### src/rtl/writeback_pkg.sv
// -----------------------------------------------------------------------------
// writeback_pkg
// Shared types for the writeback stage and anything that talks to it:
//   - wb_state_t     : RUN / KILL state of the writeback stage
//   - exec_result_t  : one retiring instruction as produced by execute
//   - EXC_*          : exception cause codes carried in exc_cause
// exec_result_t is sized for the default 32-bit datapath. The writeback
// module itself takes the fields as individual ports so that its XLEN
// parameter stays free.
// -----------------------------------------------------------------------------
package writeback_pkg;

   localparam int PKG_XLEN    = 32;
   localparam int EXC_CAUSE_W = 4;
   localparam int REG_IDX_W   = 5;

   typedef enum logic {
      WB_RUN  = 1'b0,
      WB_KILL = 1'b1
   } wb_state_t;

   typedef struct packed {
      logic [PKG_XLEN-1:0]    pc;
      logic [REG_IDX_W-1:0]   rd_idx;
      logic                   rd_we;
      logic [PKG_XLEN-1:0]    rd_val;
      logic                   br_taken;
      logic [PKG_XLEN-1:0]    br_target;
      logic                   exc;
      logic [EXC_CAUSE_W-1:0] exc_cause;
   } exec_result_t;

   localparam logic [EXC_CAUSE_W-1:0] EXC_INSTR_MISALIGNED = 4'd0;
   localparam logic [EXC_CAUSE_W-1:0] EXC_INSTR_FAULT      = 4'd1;
   localparam logic [EXC_CAUSE_W-1:0] EXC_ILLEGAL_INSTR    = 4'd2;
   localparam logic [EXC_CAUSE_W-1:0] EXC_BREAKPOINT       = 4'd3;
   localparam logic [EXC_CAUSE_W-1:0] EXC_LOAD_MISALIGNED  = 4'd4;
   localparam logic [EXC_CAUSE_W-1:0] EXC_LOAD_FAULT       = 4'd5;
   localparam logic [EXC_CAUSE_W-1:0] EXC_STORE_MISALIGNED = 4'd6;
   localparam logic [EXC_CAUSE_W-1:0] EXC_STORE_FAULT      = 4'd7;
   localparam logic [EXC_CAUSE_W-1:0] EXC_ECALL_U          = 4'd8;
   localparam logic [EXC_CAUSE_W-1:0] EXC_ECALL_M          = 4'd11;

endpackage

### src/rtl/writeback.sv
// -----------------------------------------------------------------------------
// writeback
// Final pipeline stage. Takes one retiring instruction per cycle from execute
// and, one cycle later, produces the register-file write, the matching bypass,
// fetch redirects for taken branches and traps, trap reports to the CSR file
// and the retired-instruction count.
//
// After any redirect the stage enters KILL and drops every wrong-path
// instruction until the one whose pc equals the redirect target shows up.
//
// Ports
//   clk, rst                    clock, asynchronous active-high reset
//   i_result_valid              execute presents a retiring instruction
//   o_result_ready              always 1, execute cannot be stalled
//   i_result_*                  fields of the retiring instruction
//   i_mtvec                     trap vector base, low two bits ignored
//   i_instret_we/_wdata         CSR write of the retired-instruction counter
//   o_rf_we/_waddr/_wdata       register-file write port
//   o_fwd_valid/_idx/_val       bypass copy of the register-file write
//   o_redirect_valid/_pc        one-cycle fetch redirect
//   o_trap_valid/_cause/_pc     one-cycle trap report
//   o_instret                   64-bit retired-instruction count
// -----------------------------------------------------------------------------
module writeback
   import writeback_pkg::*;
#(
   parameter int XLEN = 32
) (
   input  logic                   clk,
   input  logic                   rst,

   input  logic                   i_result_valid,
   output logic                   o_result_ready,
   input  logic [XLEN-1:0]        i_result_pc,
   input  logic [4:0]             i_result_rd_idx,
   input  logic                   i_result_rd_we,
   input  logic [XLEN-1:0]        i_result_rd_val,
   input  logic                   i_result_br_taken,
   input  logic [XLEN-1:0]        i_result_br_target,
   input  logic                   i_result_exc,
   input  logic [3:0]             i_result_exc_cause,

   input  logic [XLEN-1:0]        i_mtvec,

   input  logic                   i_instret_we,
   input  logic [63:0]            i_instret_wdata,

   output logic                   o_rf_we,
   output logic [4:0]             o_rf_waddr,
   output logic [XLEN-1:0]        o_rf_wdata,

   output logic                   o_fwd_valid,
   output logic [4:0]             o_fwd_idx,
   output logic [XLEN-1:0]        o_fwd_val,

   output logic                   o_redirect_valid,
   output logic [XLEN-1:0]        o_redirect_pc,

   output logic                   o_trap_valid,
   output logic [3:0]             o_trap_cause,
   output logic [XLEN-1:0]        o_trap_pc,

   output logic [63:0]            o_instret
);

   wb_state_t         r_state;
   wb_state_t         w_nextState;
   logic [XLEN-1:0]   r_killPc;
   logic [XLEN-1:0]   w_nextKillPc;

   logic              w_accept;
   logic              w_retire;
   logic              w_rfWe;
   logic [4:0]        w_rfWaddr;
   logic [XLEN-1:0]   w_rfWdata;
   logic              w_redirectValid;
   logic [XLEN-1:0]   w_redirectPc;
   logic              w_trapValid;
   logic [3:0]        w_trapCause;
   logic [XLEN-1:0]   w_trapPc;
   logic [XLEN-1:0]   w_trapVector;

   logic              r_rfWe;
   logic [4:0]        r_rfWaddr;
   logic [XLEN-1:0]   r_rfWdata;
   logic              r_redirectValid;
   logic [XLEN-1:0]   r_redirectPc;
   logic              r_trapValid;
   logic [3:0]        r_trapCause;
   logic [XLEN-1:0]   r_trapPc;
   logic [63:0]       r_instret;

   assign o_result_ready = 1'b1;

   assign w_trapVector = {i_mtvec[XLEN-1:2], 2'b00};

   // An instruction is taken seriously either when we are on the correct path
   // already, or when it is exactly the instruction fetch was redirected to.
   always_comb begin
      w_accept = 1'b0;
      case (r_state)
         WB_RUN:  w_accept = i_result_valid;
         WB_KILL: w_accept = i_result_valid && (i_result_pc == r_killPc);
         default: w_accept = 1'b0;
      endcase
   end

   // Next-state and next-output logic. All side effects default to idle and
   // data fields default to zero, so every pulse lasts exactly one cycle and
   // idle cycles show clean zeros. An exception overrides a branch taken in
   // the same instruction. Any redirect re-enters KILL with the new target,
   // including one issued by the instruction that just ended a previous kill.
   always_comb begin
      w_nextState     = r_state;
      w_nextKillPc    = r_killPc;
      w_retire        = 1'b0;
      w_rfWe          = 1'b0;
      w_rfWaddr       = '0;
      w_rfWdata       = '0;
      w_redirectValid = 1'b0;
      w_redirectPc    = '0;
      w_trapValid     = 1'b0;
      w_trapCause     = '0;
      w_trapPc        = '0;

      if (w_accept) begin
         w_nextState = WB_RUN;
         if (i_result_exc) begin
            w_trapValid     = 1'b1;
            w_trapCause     = i_result_exc_cause;
            w_trapPc        = i_result_pc;
            w_redirectValid = 1'b1;
            w_redirectPc    = w_trapVector;
            w_nextState     = WB_KILL;
            w_nextKillPc    = w_trapVector;
         end else begin
            w_retire = 1'b1;
            if (i_result_rd_we && (i_result_rd_idx != 5'd0)) begin
               w_rfWe    = 1'b1;
               w_rfWaddr = i_result_rd_idx;
               w_rfWdata = i_result_rd_val;
            end
            if (i_result_br_taken) begin
               w_redirectValid = 1'b1;
               w_redirectPc    = i_result_br_target;
               w_nextState     = WB_KILL;
               w_nextKillPc    = i_result_br_target;
            end
         end
      end
   end

   // State and kill-target registers. Reset drops any pending kill so the
   // first instruction after reset is always processed.
   always_ff @(posedge clk or posedge rst) begin
      if (rst) begin
         r_state  <= WB_RUN;
         r_killPc <= '0;
      end else begin
         r_state  <= w_nextState;
         r_killPc <= w_nextKillPc;
      end
   end

   // Output registers: every externally visible effect appears one cycle
   // after the instruction was presented.
   always_ff @(posedge clk or posedge rst) begin
      if (rst) begin
         r_rfWe          <= 1'b0;
         r_rfWaddr       <= '0;
         r_rfWdata       <= '0;
         r_redirectValid <= 1'b0;
         r_redirectPc    <= '0;
         r_trapValid     <= 1'b0;
         r_trapCause     <= '0;
         r_trapPc        <= '0;
      end else begin
         r_rfWe          <= w_rfWe;
         r_rfWaddr       <= w_rfWaddr;
         r_rfWdata       <= w_rfWdata;
         r_redirectValid <= w_redirectValid;
         r_redirectPc    <= w_redirectPc;
         r_trapValid     <= w_trapValid;
         r_trapCause     <= w_trapCause;
         r_trapPc        <= w_trapPc;
      end
   end

   // Retired-instruction counter. Wraps silently at 2^64. A CSR write takes
   // priority over a retirement in the same cycle, so software sees exactly
   // the value it wrote.
   always_ff @(posedge clk or posedge rst) begin
      if (rst) begin
         r_instret <= '0;
      end else if (i_instret_we) begin
         r_instret <= i_instret_wdata;
      end else if (w_retire) begin
         r_instret <= r_instret + 64'd1;
      end
   end

   assign o_rf_we          = r_rfWe;
   assign o_rf_waddr       = r_rfWaddr;
   assign o_rf_wdata       = r_rfWdata;
   assign o_fwd_valid      = r_rfWe;
   assign o_fwd_idx        = r_rfWaddr;
   assign o_fwd_val        = r_rfWdata;
   assign o_redirect_valid = r_redirectValid;
   assign o_redirect_pc    = r_redirectPc;
   assign o_trap_valid     = r_trapValid;
   assign o_trap_cause     = r_trapCause;
   assign o_trap_pc        = r_trapPc;
   assign o_instret        = r_instret;

endmodule

### config.mk
export PLATFORM = sky130hd
export DESIGN_NAME = writeback
export DESIGN_NICKNAME = d
export VERILOG_FILES = /design/src/rtl/writeback_pkg.sv /design/src/rtl/writeback.sv
export SDC_FILE = /design/constraint.sdc
export NUM_CORES = 1
export LEC_CHECK = 0
export CAP_MARGIN = 20
export CORE_MARGIN = 8
export CORE_UTILIZATION = 39
export CTS_BUF_LIST = sky130_fd_sc_hd__clkbuf_4 sky130_fd_sc_hd__clkbuf_8
export CTS_CLUSTER_DIAMETER = 40
export CTS_CLUSTER_SIZE = 30
export DETAILED_ROUTE_END_ITERATION = 8
export HOLD_SLACK_MARGIN = 0.08
export PLACE_DENSITY = 0.78
export RECOVER_POWER = 50
export SYNTH_ARGS = -nofsm -noshare
export SYNTH_HDL_FRONTEND = slang
export SYNTH_SLANG_ARGS = --single-unit
export TNS_END_PERCENT = 20
### constraint.sdc
create_clock -name clk -period 6.8 [get_ports clk]
set_input_delay 1.36 -clock clk [delete_from_list [all_inputs] [get_ports clk]]
set_output_delay 1.36 -clock clk [all_outputs]
set_load 0.05 [all_outputs]
### Metal 4, run 1

Supply wires on this layer in grey.
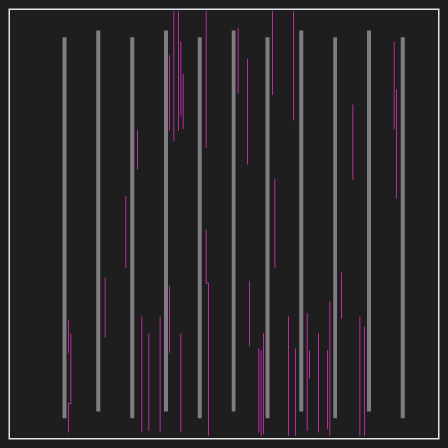
The longest straight run is 61.1 um. The wires run mostly vertical. The layer carries 1,430 um of wire. 32 nets have wire on it.
total length of routed wires: 33,600 um
vias: 8,080

### Cell sizes after repair, run 1

Bar = 50 um.
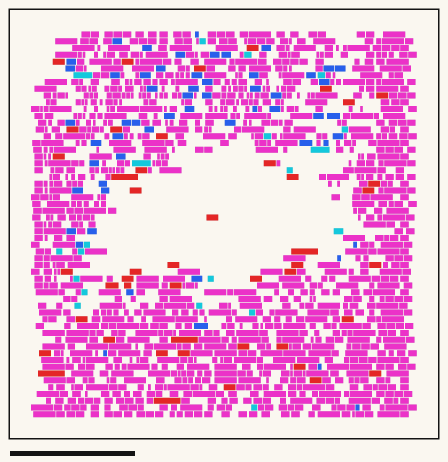
Blue marks drive 2, cells 57, share 4.5%, most used mux2_2. Magenta marks drive 1 or less, cells 1,138, share 90%, most used clkdlybuf4s50_1. Cyan marks drive 3 to 4, cells 20, share 1.6%, most used buf_4. Red marks drive 6 and up, cells 46, share 3.6%, most used clkbuf_8.
area growth from synthesis to layout: 52.1%
Non-CTS buffers: 427
worst setup margin: 2100 ps

### Where the registers sit, run 1

Other sequential cells in the stronger grey, the rest of the logic in the fainter grey.
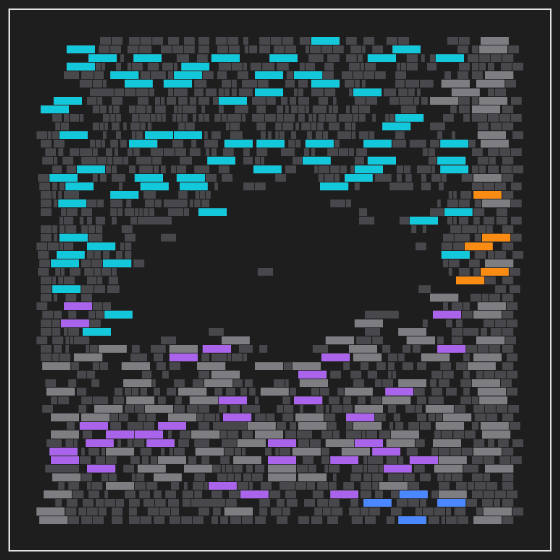
Purple marks `o_redirect_pc`, sequential cells 32. Cyan marks `o_instret`, sequential cells 64. Orange marks `o_fwd_idx`, sequential cells 5, where right middle. Blue marks `o_trap_cause`, sequential cells 4, where bottom right.
sequential share of cell area: 35.7%
fin util: 59.8%
Seq. cell area: 5130 um^2
Seq power: 1.54 mW

### Clock wires, drivers and flops, run 1

Bar = 50 um.
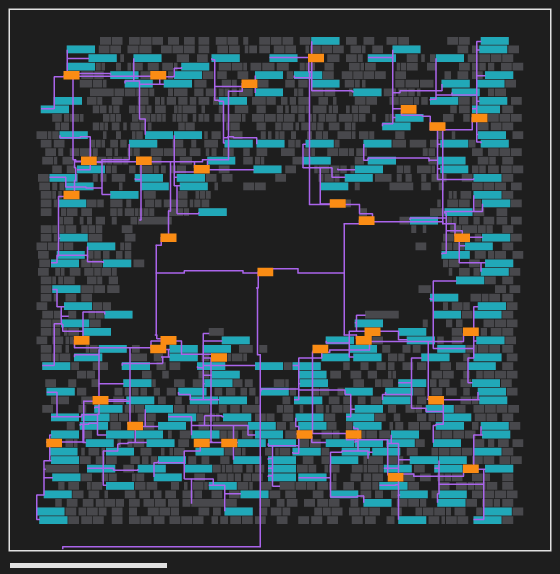
Orange marks cells driving clock nets, count 34. Cyan marks flip-flops, count 205. Purple marks clock wires, length 2,710 um.
Position of the flops: all over the die.
Clk. pwr: 1.22 mW
Layout Skew: 24.5 ps

==> results.ini, run 1 <==
[status]
outcome = finished, violations left
violations = capacitance limit, slew limit

[place]
place_ws_ps = 2110
dp_cells = 1530
dp_hpwl_um = 26000
io_buffer_count = 415
placed_area_um2 = 13600
gp_congestion = 0.888

[global_route]
grt_overflow_total = 0
grt_pass1_wl_um = 49100
grt_max_degree = 111
grt.busiest_layer = met2
antenna_found_initial = 3
grtUsageMet1_pct = 25.6
gr-usage-met3_pct = 5.44
use_met2_pct = 37.7
grt_pass1_vias = 8260

[routing]
dr.pass1.iters = 5
wl_met1_um = 12700
viasPerCell = 5.09
ant_nets = 0

[sta]
hold_ws_ps = 496
finalSetupTns_ps = 0
clock.fmax_mhz = 213
fin_crit_ps = 4700
rsz0062_at_grt = false
setup_viol = 0
max_slew_margin_pct = -77.4
hold_viol = 0
finalClockPeriodUsage_pct = 69.1
finalMaxSlewViolations = 180

[power]
power.density_nw_per_um2 = 276
finalPower_mw = 3.97
irDropWorstVdd_mv = 0.214

[worst_setup_path]
cp.depth = 3
r2r-start = r_killPc[29]$_DFFE_PP0P_
worst-r2r-cell-count = 8
crit_slowest_cell = clkbuf_2
cpLargestDelayFamily = buffers and inverters
slowest_delay_ps = 1990
worstSetupEndpoint = o_instret[19]$_DFFE_PP0P_
criticalPathCategory = in -> async
cp_data_arrival_time_ps = 4710
worst_setup_path_start_kind = input pin
rr_endpoint = o_fwd_val[21]$_DFF_PP0_
cp_cell_sequence = dlygate4sd3_1 > clkinvlp_2 > clkbuf_2
cp_max_fo = 110
critPathBufInv = 3

[clock_tree]
clockBufferDepth = 3
clk_pin_slew_ps = 70
cts_root_buf = clkbuf_8
cts_tree = built
cts.sinks = 205
clk_latency_ps = 500

[synth]
ys_seq_share_pct = 54.3
edf_count = 0
synthDistinctLibCells = 50
netlist_area_um2 = 9450
yosysTopAreaCell = dfrtp_1
simple_gate_share_pct = 20.9
synthMuxAreaShare_pct = 2.61
logic_family = simple AND/OR/NAND/NOR gates
ys.flops = 205
async_flop_share_pct = 100
yosysWarnings = 0
aoi_share_pct = 7.92
top_cell_area_share_pct = 54.3
area_leaders = dfrtp_1, xor2_1, and2_1, buf_4, nand2_1

[layout]
comb_share_pct = 26.5
design.seq.count = 205
fillCellCount = 2010
clk_share_pct = 5.30
instances_no_fill = 1587
buffer_area_share_pct = 29.5
comb_area_um2 = 3810
finalInstanceArea_um2 = 14400

[die]
dieArea_um2 = 29500
core_util_floorplan_pct = 39.3
core_um2 = 24000
taps = 324
die_height_um = 172

[hold_path]
hold_class = reg -> reg
hold-path-endpoint = r_killPc[25]$_DFFE_PP0P_
min_path_cells = 1

[flow_run]
tool_warnings = 30
drv_cap = 2

[run 1: state kept, by name, summed over array words and instances, names as in the netlist]
signal	flops
r_killPc	32
o_redirect_valid	1
o_fwd_val	32
o_instret	64
o_trap_valid	1
o_trap_cause	4
o_trap_pc	32
o_fwd_idx	5
o_redirect_pc	32
o_fwd_valid	1
r_state	1
[run 1: layout by cell type (no fill, tap or decap), types with 28 or more instances in the layout]
cell and instances:
a21o_1 32, a22oi_1 30, and2_1 68, clkbuf_8 39, clkdlybuf4s50_1 308, dfrtp_1 205
dlygate4sd3_1 106, nand2_1 72, nand4_1 30, nor2_1 44, o21ai_0 28, xnor2_1 28
xor2_1 64
[run 1: power breakdown]
part | internal, mW | switching [mW]
Clock | 0.725 | 0.499
Sequential | 1.40 | 0.139
Combinational | 0.447 | 0.755
Total | 2.57 | 1.39
### Clock wiring as the flow saved it, run 1

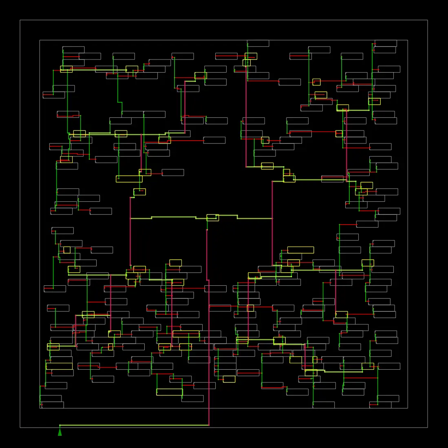

==> run 1 -> run 2 <==
--- a/config.mk
+++ b/config.mk
@@ -7,13 +7,13 @@
 export LEC_CHECK = 0
 export CAP_MARGIN = 20
 export CORE_MARGIN = 8
-export CORE_UTILIZATION = 39
+export CORE_UTILIZATION = 44
 export CTS_BUF_LIST = sky130_fd_sc_hd__clkbuf_4 sky130_fd_sc_hd__clkbuf_8
 export CTS_CLUSTER_DIAMETER = 40
 export CTS_CLUSTER_SIZE = 30
 export DETAILED_ROUTE_END_ITERATION = 8
 export HOLD_SLACK_MARGIN = 0.08
-export PLACE_DENSITY = 0.78
+export PLACE_DENSITY = 0.84
 export RECOVER_POWER = 50
 export SYNTH_ARGS = -nofsm -noshare
 export SYNTH_HDL_FRONTEND = slang
==> constraint.sdc (replaced) <==
create_clock -name clk -period 4.93 [get_ports clk]
set_input_delay 0.986 -clock clk [delete_from_list [all_inputs] [get_ports clk]]
set_output_delay 0.986 -clock clk [all_outputs]
set_load 0.05 [all_outputs]
### Clock wiring as the flow saved it, run 2

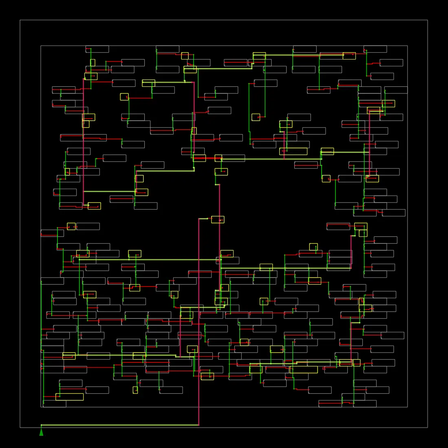
Num CTS Buffers: 31
Latency at later pin: 580 ps
Flop Count: 205

### Clock wires, drivers and flops, run 2

Bar = 50 um.
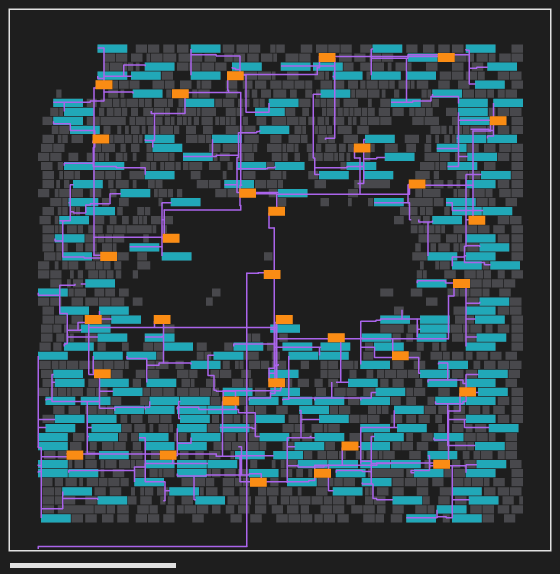
Purple marks clock wires, length 2,780 um. Cyan marks flip-flops, count 205. Orange marks cells driving clock nets, count 31.
Position of the flops: all over the die. There are 32 routed clock nets.
Layout Skew: 20.0 ps
clock network power share: 29.5%
Clk. pwr: 1.58 mW

==> run 2 against run 1 <==
Compared with the run above: the flow still finishes with violations (capacitance limit, slew limit); die area shrank 10%; via count rose by 1.3%; power grew 35%; clock power rose by about 30%; clock-buffer cell count is 8 lower; sequential share of layout area up 0.29 points; non-clock buffer count grew 1; register-to-register slack lost 1700 ps; global-route usage up 2.6 points.
==> results.ini, run 2 <==
[status]
outcome = finished, violations left
violations = capacitance limit, slew limit

[routing]
vias = 8187
ant_nets = 0

[sta]
hold_viol = 0
rsz0062_at_grt = false
finalMaxSlewViolations = 87
max_slew_margin_pct = -42.3
setup_viol = 0
finalClockPeriodUsage_pct = 74.1
finalSetupTns_ps = 0
fin_crit_ps = 3650
hold_ws_ps = 502

[global_route]
grt_pass1_wl_um = 50700
antenna_found_initial = 1
grt_overflow_total = 0
grt_max_degree = 100

[worst_setup_path]
criticalPathCategory = in -> async
cp_cell_sequence = dlygate4sd3_1 > clkinvlp_2 > clkbuf_2
cpLargestDelayFamily = buffers and inverters
worstSetupEndpoint = o_instret[39]$_DFFE_PP0P_
critPathBufInv = 3
cp_data_arrival_time_ps = 3890
r2r-start = r_killPc[29]$_DFFE_PP0P_
worst_setup_path_start_kind = input pin
worst-r2r-cell-count = 7
slowest_delay_ps = 1640
cp_max_fo = 86
cp.depth = 3
rr_endpoint = o_fwd_val[7]$_DFF_PP0_

[synth]
yosysWarnings = 0
top_cell_area_share_pct = 54.3
synthDistinctLibCells = 50
netlist_area_um2 = 9450
ys_seq_share_pct = 54.3
edf_count = 0
ys.flops = 205
area_leaders = dfrtp_1, xor2_1, and2_1, buf_4, nand2_1
logic_family = simple AND/OR/NAND/NOR gates
synthMuxAreaShare_pct = 2.61

[place]
dp_hpwl_um = 25800
place_ws_ps = 797
gp_congestion = 0.900
dp_cells = 1483
io_buffer_count = 415
placed_area_um2 = 13600

[hold_path]
hold_class = reg -> reg
min_path_cells = 1
hold-path-endpoint = r_killPc[19]$_DFFE_PP0P_

[layout]
comb_share_pct = 26.7
instances_no_fill = 1540
largest_reg_flops = 64
clk_share_pct = 4.93
seq_share_pct = 36.0
lay_top_count = clkdlybuf4s50_1
buffer_area_share_pct = 29.9
fillCellCount = 1553
final_cell_mix = clkdlybuf4s50_1, dfrtp_1, dlygate4sd3_1, nand2_1, xor2_1
final_util_pct = 67.6
ff_latch_area_um2 = 5130

[clock_tree]
cts_root_buf = clkbuf_8
clk_pin_slew_ps = 80
cts.sinks = 205
clockBufferDepth = 3

[die]
core_um2 = 21100
taps = 275
dieArea_um2 = 26400
die_height_um = 163
core_util_floorplan_pct = 44.8

[flow_run]
tool_warnings = 28
drv_cap = 1

[power]
finalPower_mw = 5.36
power.density_nw_per_um2 = 376
irDropWorstVdd_mv = 0.358

### Cell sizes after repair, run 2

Bar = 50 um.
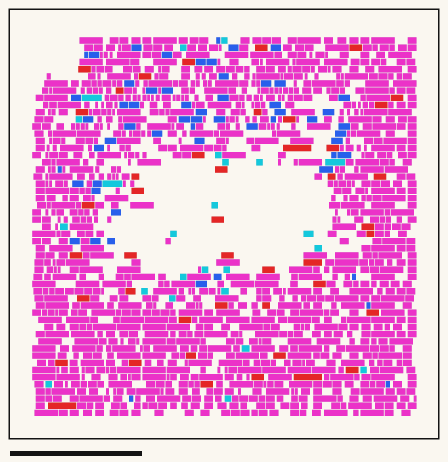
Red marks drive 6 and up, cells 44, share 3.5%, most used clkbuf_8. Magenta marks drive 1 or less, cells 1,139, share 90%, most used clkdlybuf4s50_1. Blue marks drive 2, cells 58, share 4.6%, most used mux2_2. Cyan marks drive 3 to 4, cells 24, share 1.9%, most used buf_4.
post-route cell area: 14,300 um^2
worst setup margin: 1280 ps
Non-CTS buffers: 428
area growth from synthesis to layout: 50.8%

-- run 2: netlist changes by cell type in the layout (fill, tap and decap cells not counted), sizes merged, moves of 4 or more --
| cell | previous run | this run |
|---|---|---|
| clkinv | 6 | 10 |
| inv | 4 | 11 |
| clkdlybuf4s50 | 308 | 316 |
| clkbuf | 42 | 33 |
| dlygate4sd3 | 106 | 98 |
-- run 2: routing by layer --
layer	track usage, %	vias to the layer above	part of all wire, %	wire, um
met3	6.04	65	8.2	2770
li1	-	3713	-	-
met2	43.3	371	51	17300
met4	8.01	0	2.8	933
met1	29.2	4038	38	12800
met5	0	-	0	0
-- run 2: report_power, final --
group / switching (mW) / total, mW / internal, mW
Combinational: 1.04 / 1.66 / 0.617
Sequential: 0.192 / 2.12 / 1.93
Clock: 0.776 / 1.58 / 0.807
Total: 2.01 / 5.36 / 3.36
==> run 2 -> run 3 <==
--- a/config.mk
+++ b/config.mk
@@ -7,13 +7,13 @@
 export LEC_CHECK = 0
 export CAP_MARGIN = 20
 export CORE_MARGIN = 8
-export CORE_UTILIZATION = 44
+export CORE_UTILIZATION = 39
 export CTS_BUF_LIST = sky130_fd_sc_hd__clkbuf_4 sky130_fd_sc_hd__clkbuf_8
 export CTS_CLUSTER_DIAMETER = 40
 export CTS_CLUSTER_SIZE = 30
 export DETAILED_ROUTE_END_ITERATION = 8
 export HOLD_SLACK_MARGIN = 0.08
-export PLACE_DENSITY = 0.84
+export PLACE_DENSITY = 0.78
 export RECOVER_POWER = 50
 export SYNTH_ARGS = -nofsm -noshare
 export SYNTH_HDL_FRONTEND = slang
==> constraint.sdc (replaced) <==
create_clock -name clk -period 2.9 [get_ports clk]
set_input_delay 0.58 -clock clk [delete_from_list [all_inputs] [get_ports clk]]
set_output_delay 0.58 -clock clk [all_outputs]
set_load 0.05 [all_outputs]
### Cell sizes after repair, run 3

Bar = 50 um.
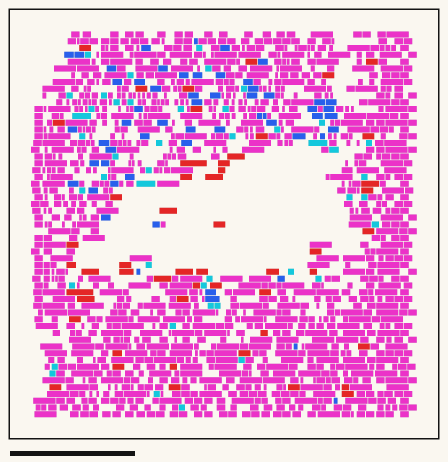
Blue marks drive 2, cells 57, share 4.4%, most used mux2_2. Magenta marks drive 1 or less, cells 1,140, share 88%, most used clkdlybuf4s50_1. Cyan marks drive 3 to 4, cells 44, share 3.4%, most used buf_4. Red marks drive 6 and up, cells 51, share 3.9%, most used clkbuf_8.
Non-CTS buffers: 458
post-route cell area: 14,600 um^2
worst setup margin: 77.6 ps
area growth from synthesis to layout: 54.5%

### Where the registers sit, run 3

Other sequential cells in the stronger grey, the rest of the logic in the fainter grey.
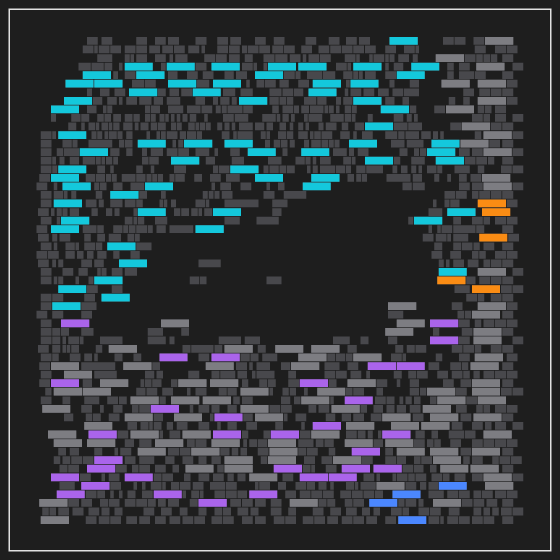
Cyan marks `o_instret`, sequential cells 64. Purple marks `o_redirect_pc`, sequential cells 32. Blue marks `o_trap_cause`, sequential cells 4, where bottom right. Orange marks `o_fwd_idx`, sequential cells 5, where right middle.
sequential share of cell area: 35.1%
fin util: 60.8%
Seq power: 3.62 mW

### Metal 4, run 3

Supply wires on this layer in grey.
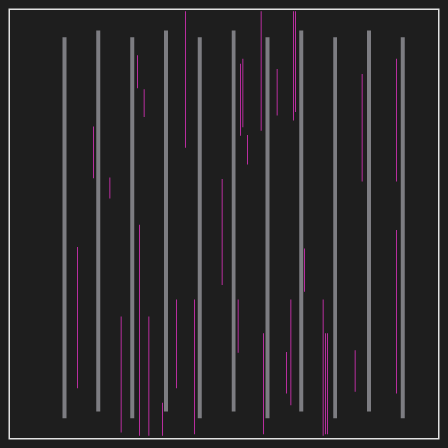
The longest straight run is 84.3 um. 22 nets have wire on it.
vias: 8,292
total length of routed wires: 34,800 um

==> run 3 against run 2 <==
Compared with the run above: the flow now finishes without violations; clock skew grew 13 ps; core utilization shrank 6.8 points; critical path type is now in -> reg; critical endpoint is now o_instret[63]$_DFFE_PP0P_; sequential power is 71% higher; largest cell class unchanged; highest routed layer unchanged; synthesized cell count stayed put; first-iteration DRC count fell by 3.0%; combinational power grew about 80%.
==> results.ini, run 3 <==
[die]
core_util_floorplan_pct = 39.3
dieArea_um2 = 29500
die_height_um = 172

[worst_setup_path]
critPathBufInv = 2
worst_setup_path_start_kind = input pin
slowest_delay_ps = 580
criticalPathCategory = in -> reg
cp_max_fo = 17
cp_data_arrival_time_ps = 3270
cp.depth = 9
crit_slowest_cell = o41a_2
worst-r2r-cell-count = 8
cpLargestDelayFamily = simple AND/OR/NAND/NOR gates
worstSetupEndpoint = o_instret[63]$_DFFE_PP0P_
cp_cell_sequence = clkdlybuf4s50_1 > xor2_1 > nor4_1 > nand2_1 > o41a_2 > buf_12 > nor4_2 > xor2_1 > mux2_2
r2r-start = r_killPc[29]$_DFFE_PP0P_

[power]
switching_power_mw = 3.44
irDropWorstVdd_mv = 0.465
clock_net_power_mw = 2.56
pg_comb_mw = 2.99
p_leak_nw = 6.56
finalPower_mw = 9.17
switching_share_pct = 37.5
pwr-share-comb_pct = 32.6
power-top-group = sequential cells
clkPwrFrac_pct = 27.9

[global_route]
grt_overflow_total = 0
use_met2_pct = 39.3
antenna_found_initial = 1
grt.busiest_layer = met2
gr-usage-met3_pct = 4.73
grt_max_degree = 85
grtUsageMet1_pct = 26.2
grt_pass1_wl_um = 50200

[synth]
aoi_share_pct = 7.92
edf_count = 0
area_leaders = dfrtp_1, xor2_1, and2_1, buf_4, nand2_1
yosysTopAreaCell = dfrtp_1
ys.flops = 205
ys_seq_share_pct = 54.3
yosysWarnings = 0
netlist_area_um2 = 9450
async_flop_share_pct = 100
logic_family = simple AND/OR/NAND/NOR gates
top_cell_area_share_pct = 54.3
synthDistinctLibCells = 50
synthMuxAreaShare_pct = 2.61
simple_gate_share_pct = 20.9

[flow_run]
tool_warnings = 29
drv_cap = 0

[status]
outcome = finished clean

[sta]
setup_viol = 0
fin_crit_ps = 2820
finalSetupTns_ps = 0
hold_viol = 0
skew_ps = 33.0
finalMaxSlewViolations = 0
hold_ws_ps = 502
clock.fmax_mhz = 354
finalClockPeriodUsage_pct = 97.3
max_slew_margin_pct = 11.7

[routing]
ant_nets = 0
met3_length_um = 2730
dr.pass1.iters = 6
viasPerCell = 5.13
wl_met1_um = 13300
route.met2.wl_um = 17600

[place]
gp_congestion = 0.893
placed_area_um2 = 14000
dp_hpwl_um = 27300
io_buffer_count = 415
dp_cells = 1562

[clock_tree]
cts_made_buffers = 30
cts.sinks = 205
cts_root_buf = clkbuf_8
clk_latency_ps = 590
clk_pin_slew_ps = 80
clockBufferDepth = 3
cts_tree = built

[layout]
fillCellCount = 2029
final_cell_mix = clkdlybuf4s50_1, dfrtp_1, dlygate4sd3_1, nand2_1, and2_1
lay_top_count = clkdlybuf4s50_1
drive_gt1_share_pct = 11.8
comb_area_um2 = 3820
ff_latch_area_um2 = 5130
instances_no_fill = 1617

[hold_path]
min_path_cells = 1
hold_class = reg -> reg
hold-path-endpoint = r_killPc[28]$_DFFE_PP0P_

## run 3: cell count changes in the layout (fill, tap and decap cells not counted), moves of 2 or more
cell             previous run  this run
dlygate4sd3_1              98       105
and2_0                      5         0
clkbuf_1                    0         3
clkbuf_4                    0         3
and2_1                     63        68
buf_4                      11        29
buf_12                      1         8
clkinv_4                    4         1
clkdlybuf4s50_1           316       309
clkinv_2                    5         2
clkinvlp_4                  5         7
## run 3: final cells by class
class	count	share of cell area [%]
clock buffers	33	3.02
inverters	5	0.137
clock inverters	21	1.53
well taps	324	2.78
flip-flops and latches	205	35.1
diodes	1	0.0171
repair buffers	458	31.3
multi-input cells	570	26.1
## run 3: repair_timing
item,in CTS,in global routing
endpoints found under the setup margin,0,1
gates resized,0,1
buffers inserted,0,0
No activity file was given, so power comes from the tool's default toggle rates.
